### Wire density map

Scale: 1.5 px per um. 23 x 23 tiles, from dark purple (low) to yellow (high), scaled to the fullest tile. Values are wire area over tile area, all layers added.
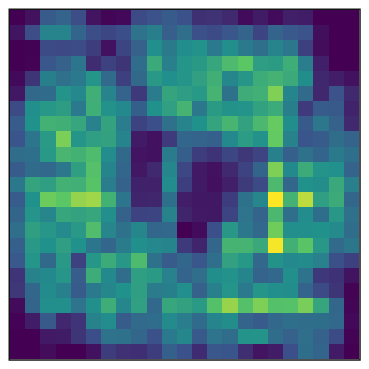
### Routing congestion

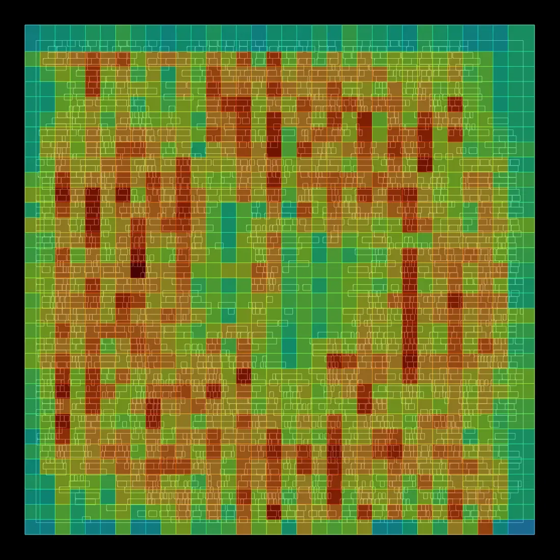
**config.mk**
```make
export PLATFORM = sky130hd
export DESIGN_NAME = glitch_sweep_ctrl
export DESIGN_NICKNAME = d
export VERILOG_FILES = /design/src/rtl/glitch_sweep_ctrl.sv
export SDC_FILE = /design/constraint.sdc
export NUM_CORES = 1
export LEC_CHECK = 0
export CAP_MARGIN = 20
export CORE_MARGIN = 5
export CORE_UTILIZATION = 45
export DETAILED_ROUTE_END_ITERATION = 7
export PLACE_DENSITY_LB_ADDON = 0.25
export SYNTH_ARGS = -nofsm -noshare
export SYNTH_HDL_FRONTEND = slang
export SYNTH_SLANG_ARGS = --single-unit
```
**constraint.sdc**
```tcl
create_clock -name clk -period 21.4 [get_ports clk]
set_input_delay 3.21 -clock clk [delete_from_list [all_inputs] [get_ports clk]]
set_output_delay 3.21 -clock clk [all_outputs]
set_load 0.005 [all_outputs]
```
**src/rtl/glitch_sweep_ctrl.sv**
```systemverilog
// Glitch-parameter sweep sequencer: steps pulse (inner) and delay (outer) ranges,
// fires one attempt per pair and hands one sampled gpio byte per attempt to the UART path.
module glitch_sweep_ctrl #(
  parameter int WIDTH = 32
) (
  input  logic             clk,
  input  logic             reset,
  input  logic             start,
  input  logic             abort,
  input  logic [WIDTH-1:0] delay_min,
  input  logic [WIDTH-1:0] delay_max,
  input  logic [WIDTH-1:0] delay_step,
  input  logic [WIDTH-1:0] pulse_min,
  input  logic [WIDTH-1:0] pulse_max,
  input  logic [WIDTH-1:0] pulse_step,
  input  logic [WIDTH-1:0] settle,
  input  logic [WIDTH-1:0] timeout,
  input  logic [7:0]       gpio,
  input  logic             fire_done,
  output logic [WIDTH-1:0] glitch_delay,
  output logic [WIDTH-1:0] glitch_pulse,
  output logic             fire,
  output logic [7:0]       result_data,
  output logic             result_timeout,
  output logic             result_valid,
  input  logic             result_ready,
  output logic             busy,
  output logic             done
);

  typedef enum logic [2:0] {
    ST_IDLE      = 3'd0,
    ST_FIRE      = 3'd1,
    ST_WAIT_DONE = 3'd2,
    ST_SETTLE    = 3'd3,
    ST_REPORT    = 3'd4,
    ST_STEP      = 3'd5
  } state_t;

  state_t           state_r, state_s;
  logic [WIDTH-1:0] delay_max_r, delay_step_r;
  logic [WIDTH-1:0] pulse_min_r, pulse_max_r, pulse_step_r;
  logic [WIDTH-1:0] settle_r, timeout_r;
  logic [WIDTH-1:0] glitch_delay_r, glitch_delay_s;
  logic [WIDTH-1:0] glitch_pulse_r, glitch_pulse_s;
  logic [WIDTH-1:0] cnt_r, cnt_s, cnt_inc_s;
  logic [WIDTH:0]   pulse_adv_s, delay_adv_s;
  logic [7:0]       result_data_r, result_data_s;
  logic             fire_r, fire_s;
  logic             result_timeout_r, result_timeout_s;
  logic             result_valid_r, result_valid_s;
  logic             busy_r, busy_s;
  logic             done_r, done_s;

  // Returns {ok, next}; ok only when the step is nonzero and the sum neither carries nor passes lim.
  function automatic logic [WIDTH:0] axis_step(input logic [WIDTH-1:0] cur,
                                               input logic [WIDTH-1:0] step,
                                               input logic [WIDTH-1:0] lim);
    logic [WIDTH:0] sum;
    sum = {1'b0, cur} + {1'b0, step};
    if ((step != {WIDTH{1'b0}}) && !sum[WIDTH] && (sum[WIDTH-1:0] <= lim)) begin
      axis_step = {1'b1, sum[WIDTH-1:0]};
    end else begin
      axis_step = {1'b0, cur};
    end
  endfunction

  // Sweep configuration snapshot taken on an accepted start.
  always_ff @(posedge clk or posedge reset) begin
    if (reset) begin
      delay_max_r  <= {WIDTH{1'b0}};
      delay_step_r <= {WIDTH{1'b0}};
      pulse_min_r  <= {WIDTH{1'b0}};
      pulse_max_r  <= {WIDTH{1'b0}};
      pulse_step_r <= {WIDTH{1'b0}};
      settle_r     <= {WIDTH{1'b0}};
      timeout_r    <= {WIDTH{1'b0}};
    end else if ((state_r == ST_IDLE) && start) begin
      delay_max_r  <= delay_max;
      delay_step_r <= delay_step;
      pulse_min_r  <= pulse_min;
      pulse_max_r  <= pulse_max;
      pulse_step_r <= pulse_step;
      settle_r     <= settle;
      timeout_r    <= timeout;
    end
  end

  // Next-state and next-output logic; abort overrides every non-idle transition.
  always_comb begin
    state_s          = state_r;
    glitch_delay_s   = glitch_delay_r;
    glitch_pulse_s   = glitch_pulse_r;
    cnt_s            = cnt_r;
    result_data_s    = result_data_r;
    result_timeout_s = result_timeout_r;
    result_valid_s   = result_valid_r;
    fire_s           = 1'b0;
    done_s           = 1'b0;
    cnt_inc_s        = cnt_r + {{(WIDTH-1){1'b0}}, 1'b1};
    pulse_adv_s      = axis_step(glitch_pulse_r, pulse_step_r, pulse_max_r);
    delay_adv_s      = axis_step(glitch_delay_r, delay_step_r, delay_max_r);
    if (abort && (state_r != ST_IDLE)) begin
      state_s        = ST_IDLE;
      result_valid_s = 1'b0;
    end else begin
      case (state_r)
        ST_IDLE: begin
          if (start) begin
            if ((delay_min > delay_max) || (pulse_min > pulse_max)) begin
              done_s = 1'b1;
            end else begin
              glitch_delay_s = delay_min;
              glitch_pulse_s = pulse_min;
              state_s        = ST_FIRE;
            end
          end else begin
            state_s = ST_IDLE;
          end
        end
        ST_FIRE: begin
          fire_s  = 1'b1;
          cnt_s   = {WIDTH{1'b0}};
          state_s = ST_WAIT_DONE;
        end
        ST_WAIT_DONE: begin
          if (fire_done) begin
            result_timeout_s = 1'b0;
            cnt_s            = {WIDTH{1'b0}};
            state_s          = ST_SETTLE;
          end else if ((timeout_r != {WIDTH{1'b0}}) && (cnt_inc_s == timeout_r)) begin
            result_timeout_s = 1'b1;
            cnt_s            = {WIDTH{1'b0}};
            state_s          = ST_SETTLE;
          end else begin
            cnt_s = cnt_inc_s;
          end
        end
        ST_SETTLE: begin
          if (cnt_r == settle_r) begin
            result_data_s  = gpio;
            result_valid_s = 1'b1;
            state_s        = ST_REPORT;
          end else begin
            cnt_s = cnt_inc_s;
          end
        end
        ST_REPORT: begin
          if (result_ready) begin
            result_valid_s = 1'b0;
            state_s        = ST_STEP;
          end else begin
            state_s = ST_REPORT;
          end
        end
        ST_STEP: begin
          if (pulse_adv_s[WIDTH]) begin
            glitch_pulse_s = pulse_adv_s[WIDTH-1:0];
            state_s        = ST_FIRE;
          end else begin
            glitch_pulse_s = pulse_min_r;
            if (delay_adv_s[WIDTH]) begin
              glitch_delay_s = delay_adv_s[WIDTH-1:0];
              state_s        = ST_FIRE;
            end else begin
              done_s  = 1'b1;
              state_s = ST_IDLE;
            end
          end
        end
        default: begin
          result_valid_s = 1'b0;
          state_s        = ST_IDLE;
        end
      endcase
    end
    busy_s = (state_s != ST_IDLE);
  end

  // State and registered outputs.
  always_ff @(posedge clk or posedge reset) begin
    if (reset) begin
      state_r          <= ST_IDLE;
      glitch_delay_r   <= {WIDTH{1'b0}};
      glitch_pulse_r   <= {WIDTH{1'b0}};
      cnt_r            <= {WIDTH{1'b0}};
      result_data_r    <= 8'h00;
      result_timeout_r <= 1'b0;
      result_valid_r   <= 1'b0;
      fire_r           <= 1'b0;
      busy_r           <= 1'b0;
      done_r           <= 1'b0;
    end else begin
      state_r          <= state_s;
      glitch_delay_r   <= glitch_delay_s;
      glitch_pulse_r   <= glitch_pulse_s;
      cnt_r            <= cnt_s;
      result_data_r    <= result_data_s;
      result_timeout_r <= result_timeout_s;
      result_valid_r   <= result_valid_s;
      fire_r           <= fire_s;
      busy_r           <= busy_s;
      done_r           <= done_s;
    end
  end

  assign glitch_delay   = glitch_delay_r;
  assign glitch_pulse   = glitch_pulse_r;
  assign fire           = fire_r;
  assign result_data    = result_data_r;
  assign result_timeout = result_timeout_r;
  assign result_valid   = result_valid_r;
  assign busy           = busy_r;
  assign done           = done_r;

endmodule

```
==> results.yml <==
# synthesis and place-and-route metrics
finish:
  finalNonFillerCells: 3341
  final_layout_top_logic_cell: "clkdlybuf4s50_1"
  seq_area_um2: 8410
  clock_buffers: 58
  comb.multi_input.count: 1732
  drive_above_1_share_pct: 10.9
  logic_area_um2: 12800
  nFillCells: 4349
  buf_share_pct: 13.0
  antenna-diode-count: 5
  buffers: 360
  inv_count: 173
  flops: 336
global_route:
  grt_first_pass_wirelength_mm: 112
  grt_max_degree: 231
  antenna_found_initial: 5
sta:
  tightest_slew_ns: 1.15
  rsz0062_at_grt: "no"
  hold_viol: 0
  finalCriticalPeriod_ns: 7.06
  finalSetupViolCount: 0
synth:
  synth_top_flop_cell: "dfrtp_1"
  syn_inst: 2358
  ys_seq_share_pct: 37.6
  synth_top_cell_by_count: "dfrtp_1"
  yosys.stat.chipArea_um2: 22300
  yosys_warnings: 0
  syn-num-nets: 2823
  top_area_share_pct: 37.6
  syn_avg_cell_area_um2: 9.48
  ys_cells: 2358
  edf_count: 0
pwr:
  switching_share_pct: 44.1
  maxPowerGroup: "combinational logic"
  powerClk_mw: 0.740
  power_switching_mw: 1.94
  seq_power_share_pct: 24.2
  power.leakage_nw: 12.2
  power-per-cell-area_nw_per_um2: 159
  pwr-share-comb_pct: 58.9
  p_seq_mw: 1.07
clock_network:
  clock_sinks: 336
  cts_buffers: 40
  cts_htree_levels: 2
  cts_hold_buffers: 0
  ctsResizeCount: 0
  clock_latency_ns: 0.57
drt:
  via_per_inst: 5.77
  drc: 0
  wirelength_mm: 72.2
  ant_nets: 0
  first_pass_iters: 6
job:
  maxCapViolations: 0
  warnings: 35
place:
  dp_hpwl_mm: 55.3
  post-place-ws_ns: 13.84
  gp_congestion: 0.943
critical_path:
  cp_cell_sequence: "clkdlybuf4s50_1 -> ha_1 -> a21o_1 -> a221o_1 -> a221oi_1 -> o21ai_0 -> a22oi_1 -> nand3_1 -> nand2_1 -> nand2_1 -> buf_4 -> mux2_2"
  cp_max_fo: 25
  cp.arrival_ns: 7.50
  critical_path.startpoint_type: "input port"
  cpMostUsedCell: "nand2_1"
status:
  outcome: "completed"
die:
  placementRows: 81
  die-area_um2: 54200
  die_h_um: 233
  initCoreUtil_pct: 45.6
  ios: 347
worst_hold_path:
  hold_path.class: "flop to flop"
Notes on 'Wire density map' above:
fullest tile: 0.60
nearly empty tiles: 5.1%
densest ninth of the die: left middle

Notes on 'Routing congestion' above:
M1 GR Usage: 35.1%
Final Util: 56.5%

worst paths after layout:
kind                                 start          endpoint  slack (ns)  cells past startpoint
setup / recovery             delay_min[19]  glitch_delay[26]       14.34                     12
hold / removal              pulse_min_r[5]    pulse_min_r[5]        0.51                      1
setup reg to reg           delay_step_r[0]  glitch_delay[26]       14.83                     21
hold reg to reg             pulse_min_r[5]    pulse_min_r[5]        0.51                      1
max in group asynchronous            reset   delay_step_r[9]       16.66                      3
min in group asynchronous            reset    result_data[6]        3.18                      2
state kept, by name (all words and copies together), names as in the netlist:
register        cells
timeout_r          32
cnt_r              32
fire                1
result_data         8
glitch_delay       32
glitch_pulse       32
result_valid        1
pulse_step_r       32
busy                1
result_timeout      1
settle_r           32
pulse_min_r        32
delay_step_r       32
pulse_max_r        32
done                1
state_r             3
delay_max_r        32
cell families after synthesis:
kind of cell,Yosys count,synth area share [%]
xor gates and xnor gates,135,5.29
DFF,336,37.6
muxes,225,11.1
AOI/OAI and AO/OA,536,15.5
adders and majority gates,195,11.0
and+or+nand+nor,641,14.2
buffers and inverters,290,5.28
metal layers:
layer  up-vias  track usage (%)  share of wire [%]
li1       9096                -                  -
met1      9387             35.1                 43
met2       668             42.2                 46
met3       140             5.25                7.3
met4         2             9.80                3.7
met5         -                0              0.018
per-stage QoR:
step	util [%]	hold slack, ns	area, um2	total power, mW
floorplan	-	0.472	22300	2.77
global placement	53.6	0.485	26300	3.55
detailed placement	53.6	0.489	26300	3.62
CTS	56.5	0.508	27700	4.39
global route	56.5	0.524	27700	4.73
finish	56.5	0.506	27700	4.40
worst max-delay path, delay by kind of cell:
family / cells / cell delay, ns
AND-OR/OR-AND: 5 / 1.71
AND/OR/NAND/NOR: 3 / 1.07
adder cells (fa/ha/maj): 1 / 0.35
multiplexers: 1 / 0.33
buffers and inverters: 2 / 0.78
No activity file was given, so power comes from the tool's default toggle rates.
